==> src/rtl/spike_pop_counter.sv <==
// Population spike counter: counts spikes from a time-multiplexed neuron pool over WIN sweeps
// and presents the registered, saturated count to the EMG synthesis stage.
module spike_pop_counter #(
    parameter int unsigned NN   = 8,
    parameter int unsigned WIN  = 1,
    parameter bit          HOLD = 1'b1
) (
    input  logic        clk,
    input  logic        reset,
    input  logic        i_spike,
    input  logic        i_valid,
    input  logic        i_sync,
    output logic [NN:0] o_spk_cnt,
    output logic        o_cnt_valid,
    output logic        o_sync_err
);

    localparam int unsigned CW = NN + 1;
    localparam int unsigned AW = NN + 5;
    localparam logic [NN:0] IdxLast = {CW{1'b1}};
    localparam logic [NN:0] IdxOne  = CW'(1);
    localparam logic [3:0]  SwpLast = 4'(WIN - 1);
    localparam logic [AW:0] SatMax  = {{5{1'b0}}, {CW{1'b1}}};

    typedef enum logic {
        StWaitSync,
        StRun
    } state_e;

    state_e        state_q, state_d;
    logic [NN:0]   idx_q, idx_d;
    logic [3:0]    swp_q, swp_d;
    logic [AW-1:0] acc_q, acc_d;
    logic [NN:0]   cnt_q, cnt_d;
    logic          vld_q, vld_d;
    logic          err_q, err_d;

    // One bit wider than acc: a full 16-sweep window plus the closing spike reaches 2^AW.
    logic [AW:0]   acc_sum;
    logic          close_win;

    always_comb begin
        acc_sum   = {1'b0, acc_q} + {{AW{1'b0}}, i_spike};
        close_win = (idx_q == IdxLast) && (swp_q == SwpLast);

        state_d = state_q;
        idx_d   = idx_q;
        swp_d   = swp_q;
        acc_d   = acc_q;
        cnt_d   = HOLD ? cnt_q : '0;
        vld_d   = 1'b0;
        err_d   = 1'b0;

        if (i_valid) begin
            case (state_q)
                StWaitSync: begin
                    if (i_sync) begin
                        state_d = StRun;
                        idx_d   = IdxOne;
                        swp_d   = 4'd0;
                        acc_d   = {{(AW-1){1'b0}}, i_spike};
                    end
                end
                StRun: begin
                    if (i_sync && (idx_q != '0)) begin
                        // Mis-timed sync: this beat becomes neuron 0 of a fresh window.
                        err_d = 1'b1;
                        idx_d = IdxOne;
                        swp_d = 4'd0;
                        acc_d = {{(AW-1){1'b0}}, i_spike};
                    end else if (close_win) begin
                        vld_d = 1'b1;
                        cnt_d = (acc_sum > SatMax) ? IdxLast : acc_sum[NN:0];
                        acc_d = '0;
                        idx_d = '0;
                        swp_d = 4'd0;
                    end else begin
                        acc_d = acc_sum[AW-1:0];
                        idx_d = idx_q + IdxOne;
                        if (idx_q == IdxLast) begin
                            swp_d = swp_q + 4'd1;
                        end
                    end
                end
                default: begin
                    state_d = StWaitSync;
                end
            endcase
        end
    end

    always_ff @(posedge clk or posedge reset) begin
        if (reset) begin
            state_q <= StWaitSync;
            idx_q   <= '0;
            swp_q   <= 4'd0;
            acc_q   <= '0;
            cnt_q   <= '0;
            vld_q   <= 1'b0;
            err_q   <= 1'b0;
        end else begin
            state_q <= state_d;
            idx_q   <= idx_d;
            swp_q   <= swp_d;
            acc_q   <= acc_d;
            cnt_q   <= cnt_d;
            vld_q   <= vld_d;
            err_q   <= err_d;
        end
    end

    assign o_spk_cnt   = cnt_q;
    assign o_cnt_valid = vld_q;
    assign o_sync_err  = err_q;

endmodule

==> config.mk <==
export PLATFORM = sky130hd
export DESIGN_NAME = spike_pop_counter
export DESIGN_NICKNAME = d
export VERILOG_FILES = /design/src/rtl/spike_pop_counter.sv
export SDC_FILE = /design/constraint.sdc
export NUM_CORES = 1
export LEC_CHECK = 0
export CELL_PAD_IN_SITES_DETAIL_PLACEMENT = 0
export CELL_PAD_IN_SITES_GLOBAL_PLACEMENT = 1
export CORE_ASPECT_RATIO = 0.8
export CORE_MARGIN = 3
export CORE_UTILIZATION = 48
export CTS_CLUSTER_DIAMETER = 40
export DETAILED_ROUTE_END_ITERATION = 8
export PLACE_DENSITY_LB_ADDON = 0.1
export SLEW_MARGIN = 20
export SYNTH_ARGS = -nofsm -noshare
export SYNTH_HDL_FRONTEND = slang
export SYNTH_SLANG_ARGS = --single-unit
==> constraint.sdc <==
create_clock -name clk -period 5.8 [get_ports clk]
set_input_delay 1.16 -clock clk [delete_from_list [all_inputs] [get_ports clk]]
set_output_delay 1.16 -clock clk [all_outputs]
set_load 0.02 [all_outputs]
==> images/met3.png <==
(4 px per um)
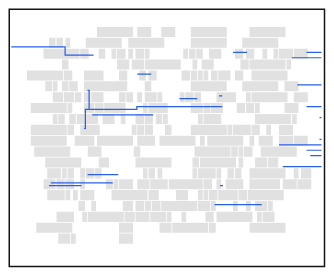
The layer holds 4.3% of the routed length. The layer carries 181 um of wire.

==> results_slide.txt <==
Synthesis and Place & Route Summary

Pwr
  – P_sw: 0.000190 W
  – P_int: 0.000475 W
  – Combinational power: 0.000131 W
  – Leakage: 0.990 nW
  – P_seq: 0.000307 W
  – Total Power: 0.000664 W
  – Clock Power: ~0.00023 W
  – Pwr dens: roughly 290 mW/mm2

Layout
  – Registers: 38
  – Commonest Layout Cell: dfrtp_1
  – Comb gates: between 150 and 200
  – Clk tree area frac: 4.84%
  – Comb gate area: 1000 um2
  – Signal buffers: 17
  – Util after Layout: between 50 and 60%
  – Area growth syn-to-layout: 15.5%
  – Top Layout Cells: dfrtp_1, nor2_1, nand2_1
  – Non-Filler Instances: between 200 and 300
  – Top class by area: multi-input combinational cells
  – Share of cells above drive strength 1: 8.33%
  – Cell area after layout: roughly 0.0023 mm2
  – Sequential cell area share: between 40% and 50%
  – Nonclk inv count: 8
  – Register area: 951 um2

Worst hold path
  – Hold Path Sink: acc_q[0]
  – Hold_sp: acc_q[0]
  – Hold path depth: 2

Timing
  – Fmax: 0.301 GHz
  – Post-route setup TNS: 0 ns
  – Final min period: 3.33 ns
  – Slew Limit Fails: 0
  – Final hold vios: 0
  – RSZ-0062 raised after global routing: no

Clocking
  – CTS H-tree depth: 2
  – Hold buffers post-CTS: 0
  – Clock root buffer: clkbuf_8
  – CTS tree: done
  – Post-CTS Resized: 0
  – Clock slew at reported path FFs: 0.07 ns
  – Worst skew pair latency: roughly 0.29 ns
  – CTS sink cnt: 38

Synthesis
  – Distinct cells, synth: 43
  – Post-Synthesis Cells: between 200 and 250
  – Top cells, area: dfrtp_1, o21ai_0, nor2_1
  – Yosys Warn Count: 0
  – Post-synthesis compound-gate area fraction: between 15 and 20%
  – # Cells Yosys: 213
  – Post-synth EDFFs: 0
  – Synth top cell by count: dfrtp_1
  – Top FF cell, synth: dfrtp_1
  – Async SR Flop Fraction: 100%

Routing
  – Metal2 WL: 1830 um
  – Drt first pass iters: 4
  – Via count: approximately 1,600
  – DRC Markers: 0
  – Post-route ant nets: 0
  – Avg Vias per Cell: 5.67
  – Met1 WL: 2130 um

GRT
  – Initial antenna violation count: 0
  – Vias in the first global route: 1,573
  – Met1 Usage GRT: 26.2%
  – GRT overflow: 0
  – First-pass GRT wire length: 7410 um

Worst setup path
  – Reg2Reg Launch Point: idx_q[2]
  – Slowest CP cell: clkdlybuf4s50_1
  – Largest stage delay, worst path: a little under 0.5 ns
  – Worst Setup Start Kind: input port
  – Reg2Reg Depth: 9
  – Crit path max fanout: 9
  – Crit path required time: 5.91 ns
  – Reg2reg end: o_spk_cnt[5]

Job
  – Log Warnings: 28

Placed design
  – Post-DP HPWL: 2980 um
  – Post-DP Area: about 0.0022 mm2
  – Setup WS pre-CTS: about 2.2 ns

Floorplan
  – IO Pins: 16
  – Core Region: 0.00393 mm2

Run status
  – Run status: finished, final reports clean
==> images/met1.png <==
(8 px per um) Supply wires on this layer in gray.
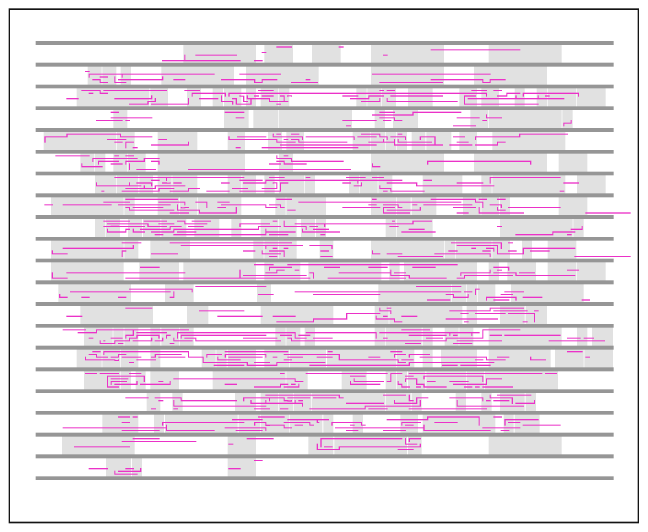
The longest straight run is 32.2 um. The layer carries 2,130 um of wire. The wires run mostly horizontal.

## worst max path at each step
stage / startpoint / end / slack [ns] / cells after the start
after floorplan: i_spike / o_spk_cnt[2] / 3.08 / 7
after global placement: i_spike / o_spk_cnt[4] / 2.29 / 8
after detailed placement: i_spike / o_spk_cnt[8] / 2.17 / 8
after CTS: i_spike / o_spk_cnt[8] / 2.46 / 8
after global routing: idx_q[2] / o_spk_cnt[0] / 2.25 / 9
final: i_spike / o_spk_cnt[8] / 2.47 / 8
## state kept, by name (all words and copies together), names as in the netlist
signal / cells
acc_q: 13
idx_q: 9
o_spk_cnt: 9
swp_q: 4
o_cnt_valid: 1
o_sync_err: 1
state_q: 1
Power figures rest on the tool's default switching activity, not on a simulated workload.
